### Gate-type map, run 1

Drawn at 6 px/um.
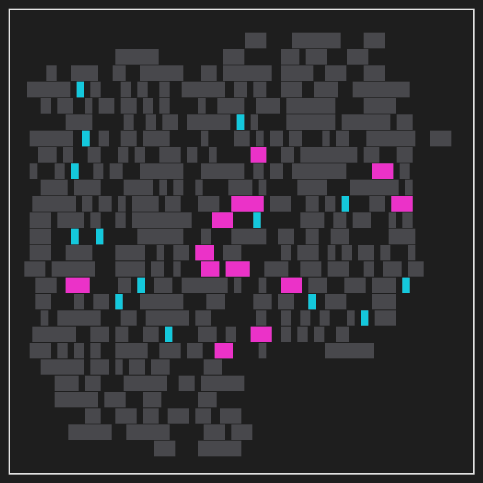
### Routing congestion map, run 1

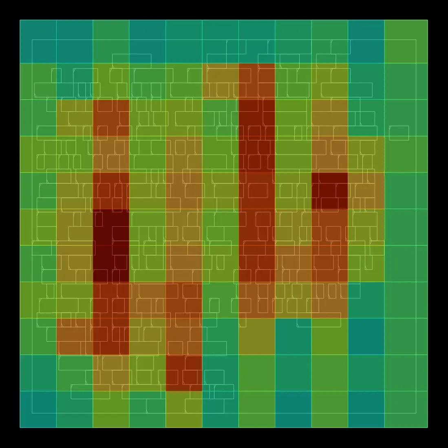
### M2 wires, run 1

Drawn at 4 px/um. Cells faint in the background.
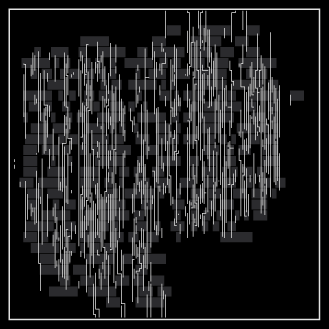
**config.mk**
```make
export PLATFORM = sky130hd
export DESIGN_NAME = lane_latch_scheduler
export DESIGN_NICKNAME = d
export VERILOG_FILES = /design/src/rtl/lane_latch_scheduler.sv
export SDC_FILE = /design/constraint.sdc
export NUM_CORES = 1
export LEC_CHECK = 0
export CELL_PAD_IN_SITES_DETAIL_PLACEMENT = 1
export CELL_PAD_IN_SITES_GLOBAL_PLACEMENT = 1
export CORE_MARGIN = 2
export CORE_UTILIZATION = 39
export CTS_CLUSTER_SIZE = 20
export DETAILED_ROUTE_END_ITERATION = 10
export PLACE_DENSITY = 0.87
export SYNTH_ARGS = -nofsm -noshare
export SYNTH_HDL_FRONTEND = slang
export SYNTH_SLANG_ARGS = --single-unit
```
**constraint.sdc**
```tcl
create_clock -name i_clk -period 3.4 [get_ports i_clk]
set_input_delay 0.68 -clock i_clk [delete_from_list [all_inputs] [get_ports i_clk]]
set_output_delay 0.68 -clock i_clk [all_outputs]
set_load 0.02 [all_outputs]
```
**src/rtl/lane_latch_scheduler.sv**
```systemverilog
// lane_latch_scheduler
//   Round-robin scheduler for V latched lanes sharing one capture path. Grants one
//   requesting lane, holds its latch enable high for HOLD cycles, keeps all enables
//   low for GUARD cycles, then returns to IDLE to arbitrate again from the lane after
//   the last grant.
//
// Ports:
//   i_clk   - clock, rising edge
//   i_rst   - synchronous active-high reset (overrides i_pause)
//   i_req   - per-lane request, level-sensitive
//   i_pause - freezes state, counter, pointer and enables
//   o_en    - per-lane latch enable, one-hot or zero
//   o_sel   - index of the most recently granted lane
//   o_busy  - high while not IDLE
//   o_done  - one-cycle pulse in the cycle after a window closes
module lane_latch_scheduler #(
    parameter int unsigned V     = 8,
    parameter int unsigned HOLD  = 2,
    parameter int unsigned GUARD = 1
) (
    input  logic                 i_clk,
    input  logic                 i_rst,
    input  logic [V-1:0]         i_req,
    input  logic                 i_pause,
    output logic [V-1:0]         o_en,
    output logic [$clog2(V)-1:0] o_sel,
    output logic                 o_busy,
    output logic                 o_done
);

    localparam int unsigned SelW  = $clog2(V);
    // One spare bit so pointer + offset cannot overflow before the modulo wrap.
    localparam int unsigned LaneW = SelW + 1;

    localparam logic [3:0]      HoldInit  = 4'(HOLD - 1);
    localparam logic [3:0]      GuardInit = (GUARD > 0) ? 4'(GUARD - 1) : 4'd0;
    localparam logic [SelW-1:0] LastLane  = SelW'(V - 1);

    typedef enum logic [1:0] {
        StIdle,
        StOpen,
        StGuard
    } state_e;

    state_e          state_q, state_d;
    logic [3:0]      cnt_q, cnt_d;
    logic [SelW-1:0] ptr_q, ptr_d;
    logic [SelW-1:0] sel_q, sel_d;
    logic [V-1:0]    en_q, en_d;
    logic            done_q, done_d;

    logic            grant_vld;
    logic [SelW-1:0] grant_idx;
    logic [LaneW-1:0] lane;

    // Circular priority search: first set request at or above the pointer, wrapping.
    always_comb begin
        grant_vld = 1'b0;
        grant_idx = '0;
        lane      = '0;
        for (int unsigned i = 0; i < V; i++) begin
            lane = {1'b0, ptr_q} + LaneW'(i);
            if (lane >= LaneW'(V)) begin
                lane = lane - LaneW'(V);
            end
            if (!grant_vld && i_req[lane[SelW-1:0]]) begin
                grant_vld = 1'b1;
                grant_idx = lane[SelW-1:0];
            end
        end
    end

    always_comb begin
        state_d = state_q;
        cnt_d   = cnt_q;
        ptr_d   = ptr_q;
        sel_d   = sel_q;
        en_d    = en_q;
        done_d  = 1'b0;
        if (!i_pause) begin
            unique case (state_q)
                StIdle: begin
                    if (grant_vld) begin
                        state_d         = StOpen;
                        cnt_d           = HoldInit;
                        sel_d           = grant_idx;
                        en_d            = '0;
                        en_d[grant_idx] = 1'b1;
                    end
                end
                StOpen: begin
                    if (cnt_q != 4'd0) begin
                        cnt_d = cnt_q - 4'd1;
                    end else begin
                        en_d   = '0;
                        ptr_d  = (sel_q == LastLane) ? '0 : sel_q + SelW'(1);
                        done_d = 1'b1;
                        if (GUARD > 0) begin
                            state_d = StGuard;
                            cnt_d   = GuardInit;
                        end else begin
                            state_d = StIdle;
                        end
                    end
                end
                StGuard: begin
                    if (cnt_q != 4'd0) begin
                        cnt_d = cnt_q - 4'd1;
                    end else begin
                        state_d = StIdle;
                    end
                end
                default: state_d = StIdle;
            endcase
        end
    end

    always_ff @(posedge i_clk) begin
        if (i_rst) begin
            state_q <= StIdle;
            cnt_q   <= '0;
            ptr_q   <= '0;
            sel_q   <= '0;
            en_q    <= '0;
            done_q  <= 1'b0;
        end else begin
            state_q <= state_d;
            cnt_q   <= cnt_d;
            ptr_q   <= ptr_d;
            sel_q   <= sel_d;
            en_q    <= en_d;
            done_q  <= done_d;
        end
    end

    assign o_en   = en_q;
    assign o_sel  = sel_q;
    assign o_busy = (state_q != StIdle);
    assign o_done = done_q;

endmodule

```
==> summary.txt, run 1 <==
The synthesis and PnR run went through. All stages included, the depth of the critical timing path comes to 8. The biggest slice of the area belongs to logic gates. Worst IR drop on VDD landed at 0.266 mV. Number of H-tree levels landed at 1.

After synthesis the cells add up to 0.00209 sq mm. Number of buffers and inverters on the critical path landed at 1. Number of tap cells inserted landed at 70.

Pin placement for this block handled 24 I/O pins. For the worst min-delay path, the startpoint reported by OpenROAD is cnt_q[1]$_SDFFE_PP0P_. Peak per-stage delay on the critical path landed at 630 ps.

Fraction of layout instances using a drive strength above 1 landed at 0.205. Iteration-0 DRC count of the detailed router landed at 156. Pin count of the biggest net entering global routing landed at 17. Total global-route track usage over all layers is 0.204. Total design power landed at 825 uW. Total of flip-flops plus latches after synthesis landed at 21. The post-CTS hold buffer count recorded in the log is 0. The cell sequence reported for the critical path is clkdlybuf4s50_1 -> mux4_2 -> mux2i_4 -> nor3b_1 -> or4_4 -> a31oi_4 -> a21oi_2 -> o41ai_1.

The endpoint identified for the worst register-to-register timing path is o_en[6]$_SDFFE_PP0P_. The cell sitting at the root of the clock tree is a clkbuf_8. Final cycle utilization of the critical path landed at 0.920. Transition time at the pin with the least slew margin landed at 622 ps. OpenSTA lists the critical path startpoint as i_req[7].

In this run the worst setup path terminates at o_en[6]$_SDFFE_PP0P_. The layout report lists the combined flip-flop and latch area as 420 sq um. The number of antenna violations at the first check in global routing was 0. Total power normalized to cell area comes to 338 mW/mm^2.

Count of vias placed by the detailed router landed at 1930. Checking max transition, the worst relative margin is 0.585. Count of flip-flops with a built-in enable after synthesis landed at 0. The number of placed instances, taps included, is 314. Fraction of standard cell area in multi-input logic landed at 0.629. Clock skew after layout landed at 3.19 ps. Post-route cell area landed at 0.00244 sq mm. For hold timing, the worst endpoint is cnt_q[1]$_SDFFE_PP0P_. For the final routed database, the setup TNS stands at 0 ps. Per the layout area report, the combinational gate area comes to 0.00154 sq mm. On the worst setup and hold paths after CTS, the clock-pin slew comes to 80 ps. The worst register-to-register path has a depth of 9.

Static power due to leakage landed at 0.000881 uW. The floorplan step defined a die boundary enclosing 0.00596 sq mm. Clock buffers in the final layout number 3. Post-synth the commonest register cell is dfxtp_1. Before antenna repair, the detailed router went through 4 iterations. Per the cell usage report, the commonest logic cells after layout are clkdlybuf4s50_1 (23), dfxtp_1 (21), o21ai_0 (17), nor2_1 (16), a21oi_1 (15). Pins over their slew limit in the final report were tallied at 0.

Warning count from the yosys run landed at 0. Count of mapped cells out of synthesis landed at 224. The region available for standard cell placement spans 0.00514 sq mm. Area of the synthesized netlist per yosys stat landed at 0.00209 sq mm. Die outline width landed at 77.2 um. Proportion of cell area spent on the clock network landed at 0.0190. Fraction of area in registers landed at 0.172. Relative area change from synthesis to final layout landed at 16.9%. Per the CTS log, the buffer count on the longest clock path is 2.

Cell depth of the worst hold path landed at 2. Leaving out the clock tree, the finished layout contains a buffer count of 32. Signal nets in the final route climb as high as met4. When the netlist entered floorplanning its net count stood at 245. The last timing report of the flow puts the setup violation total at 0.

In the per-layer breakdown of the detailed-route log, met1 shows 2530 um. Detailed routing placed a total of 127 um of wire on met3. The via count of the first global-routing pass was 2012. Insertion delay to the later sink of the worst-skew pair landed at 250 ps. For this run, combinational gates with multiple inputs come to 178.

Largest fanout on the critical path landed at 11. Worst setup slack after layout landed at 271 ps. Inverter count landed at 14. For reference, the most critical setup path is categorized as in2reg. Post-place setup slack landed at 4.60 ps.

In this run, distinct cell masters in the synthesized netlist total 66. The flow ran to the end, and the final reports show no timing, DRC or antenna violations. Routed length on met2 landed at 3050 um. Measured along the y axis, the die boundary spans 77.2 um. The HPWL after detailed placement is 4490 um. Per the timing report, the most critical flop-to-flop path originates at ptr_q[1]$_SDFFE_PP0P_. In the final layout, the fill cell count is 638. Wire length of the first global-routing pass landed at 10000 um.

Number of instances resized during post-cts repair landed at 0. The most critical min-delay path falls under reg2reg. Number of buffers added by the clock tree synthesis step landed at 3. The slowest stage of the critical path belongs to the cell mux4_2. Total wire length after detailed routing landed at 5790 um. Of the synthesized area, sequential elements account for 0.201. Achievable frequency landed at 320 MHz. The run reported a max-capacitance violation count of 0. TritonCTS built the clock tree. Setup repair after global routing left no endpoint under its margin.

The congestion estimate from routability-driven global placement came to 0.951. Non-filler instance count after layout landed at 319. Placement-stage cell area landed at 0.00237 sq mm. Post-detailed-route via-to-cell ratio landed at 6.05. At the worst endpoint, the required time is 3550 ps. Per the post-route antenna check, the number of violating nets is 0. Post-CTS setup buffer count landed at 0. The fraction of final cell area spent on non-clock buffers in this run is 0.122. Antenna cell count landed at 0. Number of clock sinks landed at 21. Per the post-synthesis stats, the area per cell is 9.32 sq um. Counting flops with an async set or reset pin after synthesis yields a share of 0.

Tightest hold margin landed at 493 ps. Per the final timing report, the hold violations number 0. The cell family contributing the most delay on the critical path is multiplexers. Minimum period implied by the final worst setup slack landed at 3130 ps.

Final global-route overflow total landed at 0. Number of I/O port buffers landed at 23. According to the timing report, the arrival time at the worst endpoint equals 3280 ps. After floorplanning, the core was divided into 26 placement rows. The share of the core area taken by cells at floorplan is 0.406. Per the cell usage report, the commonest logic cell in the layout is clkdlybuf4s50_1. The script parses the final routing iteration and logs DRC violations as 0. Flop-to-flop setup slack landed at 300 ps. The worst setup path is captured at a flip-flop. There are 21 flip-flops and latches. Layout net count landed at 271. STA classifies the critical path startpoint as an input port. The stage logs contain a warning count of 31. Cell count listed in synth_stat.txt landed at 224.
About 'Gate-type map':
- cyan: inv cells (cells 14; most used inv_1)
- magenta: non-inverting ao/oa cells (cells 12; where centre)

About 'Routing congestion map':
core utilization of the finished layout: 0.475
met1 track demand over resource: 0.271
DR WL/cell: 18.1 um

About 'M2 wires':
- longest straight run: 41.1 um
- main direction: vertical

## run 1: report_power, final
group / internal [uW] / total [uW] / switching, uW
clock: 81.4 / 161 / 79.4
sequential: 260 / 274 / 13.4
combinational: 165 / 390 / 226
total: 507 / 825 / 318
## run 1: per-layer routing
layer  up-vias  GRT usage
met5         -          0
li1        929          -
met1       962      0.271
met4         0     0.0518
met2        31      0.358
met3         8     0.0129
## run 1: Yosys cell counts (all sizes together) (4+ instances only)
master / number / area [sq um]
ha: 10 / 125
nor3: 4 / 20.0
inv: 14 / 52.6
nor2: 17 / 71.3
o211ai: 9 / 67.6
mux2i: 8 / 92.6
buf: 6 / 51.3
nand2b: 6 / 45.0
clkbuf: 4 / 35.0
nand3: 5 / 25.0
dfxtp: 21 / 420
mux2: 7 / 86.3
o21ai: 18 / 90.1
nor3b: 4 / 30.0
o41ai: 9 / 97.6
mux4: 9 / 210
nand2: 9 / 41.3
a21oi: 18 / 109
## run 1: cell families after synthesis
group	Yosys count	synth area share
buffers and inverters	25	0.0713
multiplexers	24	0.186
flip-flops	21	0.201
XOR/XNOR	3	0.0126
AND/OR/NAND/NOR	58	0.162
adder cells (fa/ha/maj)	10	0.0599
AND-OR/OR-AND	83	0.307
## run 1: sequential cells by signal, summed over array words and instances (netlist names)
| name | cells |
|---|---|
| cnt_q | 4 |
| o_done | 1 |
| o_sel | 3 |
| o_en | 8 |
| state_q | 2 |
| ptr_q | 3 |
## run 1: worst reg2reg max path, delay by kind of cell (launching register included)
| family | cells | cell delay (ps) |
|---|---|---|
| multiplexers | 2 | 870 |
| AND/OR/NAND/NOR | 2 | 610 |
| flip-flops | 1 | 350 |
| buffers and inverters | 1 | 130 |
| adder cells (fa/ha/maj) | 1 | 370 |
| AND-OR/OR-AND | 3 | 650 |
==> run 2, diff against run 1 <==
Settings changed: CORE_ASPECT_RATIO from default to 0.9, CORE_MARGIN 2 to 3, CTS_CLUSTER_SIZE 20 to 40.
### M2 wires, run 2

Drawn at 3 px/um. Cells faint in the background.
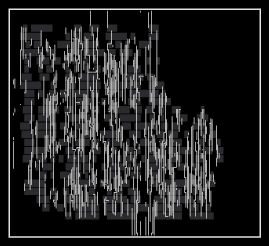
- wire length on this layer: 2740 um
- share of all routed wire: 45%
- longest straight run: 23.8 um

### The metal 3 layer, run 2

Drawn at 3 px/um.
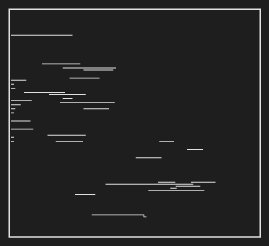
- main direction: horizontal
- nets with wire on the layer: 31
- share of all routed wire: 4.8%
- longest straight run: 29.0 um

==> run 2 against run 1 <==
Net effect:
- largest cell class unchanged
- register-to-register slack worse by 120 ps
- global-route usage down 0.75 points
- fmax down 2.8%
- cell area down 0.87%
- highest routed layer unchanged
- utilization up 0.76 points
- non-clock buffer count unchanged
- cell count down 1.6%
- count of clock-buffer cells in the layout unchanged
- critical path type is now reg2reg
- setup slack worse by 91 ps
==> summary.txt, run 2 <==
The synthesis and PnR run went through. Total tool warning count landed at 31 (unchanged). The number of buffers added by the clock tree synthesis step is 3 (unchanged). Setup repair after global routing left no endpoint under its margin. The die outline width was 83.1 um (+7.7%). The synthesized design spends more area on one cell type than any other, namely dfxtp_1. The transition time at the pin with the least slew margin is 663 ps (+41.8 ps). Total of flip-flops plus latches after synthesis landed at 21 (unchanged).

Clock skew after layout landed at 5.22 ps (+2.03 ps). Post-route cell area landed at 0.00242 sq mm (-0.87%). Die height landed at 75.4 um (-2.3%). The count of flip-flops with a built-in enable after synthesis is 0 (unchanged). Pin count of the biggest net entering global routing landed at 17 (unchanged). Insertion delay to the later sink of the worst-skew pair landed at 260 ps (about the same). Antenna cell count landed at 0 (unchanged). Number of endpoints failing setup at the final stage landed at 0 (unchanged). Multiplexer share of the synthesized area landed at 0.186 (unchanged). The cell count listed in synth_stat.txt came to 224 (unchanged). The min-delay analysis places its worst path in the category reg2reg.

Core footprint landed at 0.00501 sq mm (-2.4%). Number of instances resized during post-cts repair landed at 0 (unchanged). Warning count from the yosys run landed at 0 (unchanged). The top cell types in the final layout, fill and taps aside, are clkdlybuf4s50_1 (23), dfxtp_1 (21), o21ai_0 (17), nor2_1 (16), a21oi_1 (15). Per the timing report, the most critical flop-to-flop path finishes at o_en[7]$_SDFFE_PP0P_. Area fraction in compound gates landed at 0.307 (unchanged). TritonCTS built the clock tree. Number of buffers and inverters on the critical path landed at 1 (unchanged). The die area was 0.00627 sq mm (+5.3%). The max-capacitance violation count came to 0 (unchanged). Achievable frequency landed at 311 MHz (-2.8%). The post-CTS setup buffer count is 0 (unchanged).

The placement-stage cell area is 0.00237 sq mm (about the same). The number of flip-flops under the largest register name was 8 (unchanged). The synthesis run shows the most used standard cells to be dfxtp_1 (21), o21ai_0 (17), nor2_1 (16), a21oi_1 (15), inv_1 (13). Mean cell area of the mapped netlist landed at 9.32 sq um (unchanged). The wire length of the first global-routing pass was 10000 um (-0.21%). Area of the synthesized netlist per yosys stat landed at 0.00209 sq mm (unchanged). Flop-to-flop setup slack landed at 180 ps (-120 ps). Depth of the worst register-to-register path landed at 9 (unchanged). Area fraction in and, or, nand and nor cells landed at 0.162 (unchanged).

STA lists the startpoint of the worst hold path as cnt_q[3]$_SDFFE_PP0P_. The final number of max-transition violations came to 0 (unchanged). The share of synthesized area occupied by flip-flops and latches came to 0.201 (unchanged). Looking at the critical path, the single cell with the biggest stage delay is ha_2.

The largest fanout on the critical path came to 12 (+1). The clock transition at the registers of the reported paths came to 80 ps (about the same). Iteration-0 DRC count of the detailed router landed at 92 (-41%). The most common logic cell in the final layout is clkdlybuf4s50_1. The run finished with clean final reports. Relative area change from synthesis to final layout landed at 15.9%.

Ratio of total power to cell area landed at 343 mW/mm^2 (+1.5%). The post-place setup slack came to -2.07 ps (-6.66 ps). Number of nets produced by synthesis landed at 245 (unchanged). The synthesis run identifies the leading combinational cell family as AND-OR/OR-AND gates. The effective utilization at floorplan came to 0.416 (+0.0101).

Number of I/O port buffers landed at 23 (unchanged). The number of failing hold endpoints at the final stage came to 0 (unchanged). In the hold report, the worst path ends at cnt_q[3]$_SDFFE_PP0P_. STA classifies the critical path startpoint as a flip-flop. The final cycle utilization of the critical path was 0.947 (+0.0267). The number of design rule violations left after detail routing was 0 (unchanged).

The final antenna-violating net count was 0 (unchanged). The per-cell routed wire length came to 19.2 um (+6.1%). Minimum period implied by the final worst setup slack landed at 3220 ps (+90.9 ps).

The worst-case headroom to the max-slew limit is 0.557 (-0.0282). Iteration count of the initial detailed-routing pass landed at 4 (unchanged). In the post-synthesis netlist, the cell with the most instances is dfxtp_1.

The number of antenna violations at the first check in global routing is 0 (unchanged). The placed wire-length estimate came to 4690 um (+4.5%). Share of Yosys cell area claimed by the top area cell type landed at 0.201 (unchanged).

Number of library cell types mapped by synthesis landed at 66 (unchanged). Fraction of layout instances using a drive strength above 1 landed at 0.201 (-0.00402). The total design power came to 830 uW (+0.63%). Area fraction in xor and xnor cells landed at 0.0126 (unchanged).

I/O pin count landed at 24 (unchanged). The layout net count is 271 (unchanged). The post-detailed-route via-to-cell ratio is 6.26 (+3.5%). The peak per-stage delay on the critical path is 500 ps (-130 ps). The worst setup path is captured at a flip-flop. The worst IR drop on VDD was 0.256 mV (-3.8%). Clock tree synthesis selected as its root buffer the cell clkbuf_8. Number of H-tree levels landed at 1 (unchanged). Count of vias placed by the detailed router landed at 1966 (+1.9%).

Number of clock sinks landed at 21 (unchanged). Per STA, the worst path is made up of inv_1 -> ha_2 -> mux2_2 -> mux4_2 -> nand2b_4 -> a21o_4 -> a2111o_1 -> o21a_2 -> o41ai_1. Arrival time of the worst setup path landed at 3360 ps (+80 ps). The static power due to leakage was 0.000876 uW (-0.51%). The async set-or-reset flop fraction in the synthesized netlist was 0 (unchanged). The main area contributors are dfxtp_1 (20%), mux4_2 (7.5%), ha_1 (6.0%), o21ai_0 (4.1%), a21oi_1 (3.6%).

The total stage count of the critical path came to 9 (+1). The worst setup path is of the reg2reg kind. The post-synth design cell area came to 0.00209 sq mm (unchanged).

The via count of the first global-routing pass is 1950 (-3.1%). Number of cell rows landed at 24 (-7.7%). The cell depth of the worst hold path is 2 (unchanged). The hold-fix buffer count after cts is 0 (unchanged). Maximum buffer depth of the clock tree landed at 2 (unchanged). Worst setup slack after layout landed at 180 ps (-90.9 ps).

Total wire length after detailed routing landed at 6040 um (+4.4%). In the synthesized netlist the dominant register cell turns out to be dfxtp_1. The post-synthesis adder-cell area fraction was 0.0599 (unchanged).

The count of mapped cells out of synthesis is 224 (unchanged). The routability congestion estimate was 0.857 (-9.9%). The cell family contributing the most delay on the critical path is AND-OR/OR-AND gates. Final global-route overflow total landed at 0 (unchanged).

The worst path required time was 3540 ps (about the same). In this run the critical register-to-register path is launched from ptr_q[0]$_SDFFE_PP0P_.
### Routing congestion map, run 2

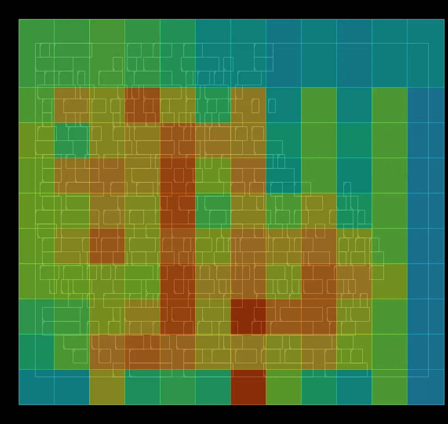
Overall Global Routing Usage: 0.196
peak-usage layer in the global routing report: met2
met2 usage in global routing: 0.318
core utilization of the finished layout: 0.483
met3 demand-to-capacity share in global routing: 0.0195

[run 2: cell counts in the layout (fill, tap and decap cells not counted)]
Identical to the previous run, type by type.
[run 2: power breakdown]
part           total, uW  switching, uW  internal [uW]  leakage, uW
logic                388            227            161     0.000680
clock network        169           87.4           81.7    0.0000255
registers            273           13.0            260     0.000171
total                830            327            503     0.000876
[run 2: through the flow]
stage,util,TNS [ps],hold WS [ps],cells
CTS,0.482,0,500,314
global route,0.483,0,538,314
detailed placement,0.473,-2.07,489,310
floorplan,-,0,462,224
global placement,0.473,0,478,310
finish,0.483,0,498,314
[run 2: area by class of cell]
type / instances / area, sq um
fill: 580 / 2590
multi-input combinational: 178 / 1520
sequential: 21 / 420
timing repair buffer: 32 / 298
tap: 65 / 81.3
inverter: 14 / 52.6
clock buffer: 3 / 41.3
clock inverter: 1 / 5.00
[run 2: layer usage]
metal | vias up | track usage | routed length (um)
li1 | 925 | - | -
met1 | 979 | 0.291 | 2990
met2 | 60 | 0.318 | 2740
met3 | 2 | 0.0195 | 291
met4 | 0 | 0.0290 | 21
met5 | - | 0 | 0
[run 2: worst max path at each step]
stage | start | endpoint
after floorplan | ptr_q[0]$_SDFFE_PP0P_ | o_en[0]$_SDFFE_PP0P_
after global placement | i_req[3] | o_en[2]$_SDFFE_PP0P_
after detailed placement | i_req[2] | o_en[2]$_SDFFE_PP0P_
after CTS | ptr_q[0]$_SDFFE_PP0P_ | o_en[7]$_SDFFE_PP0P_
after global routing | ptr_q[0]$_SDFFE_PP0P_ | o_en[5]$_SDFFE_PP0P_
final | ptr_q[0]$_SDFFE_PP0P_ | o_en[7]$_SDFFE_PP0P_
[run 2: tightest hold or removal path, delay by kind of cell (launching register included)]
family,cells,cell delay (ps)
DFF,1,330
AOI/OAI and AO/OA,2,130
Power is estimated from default activity; no workload was simulated.
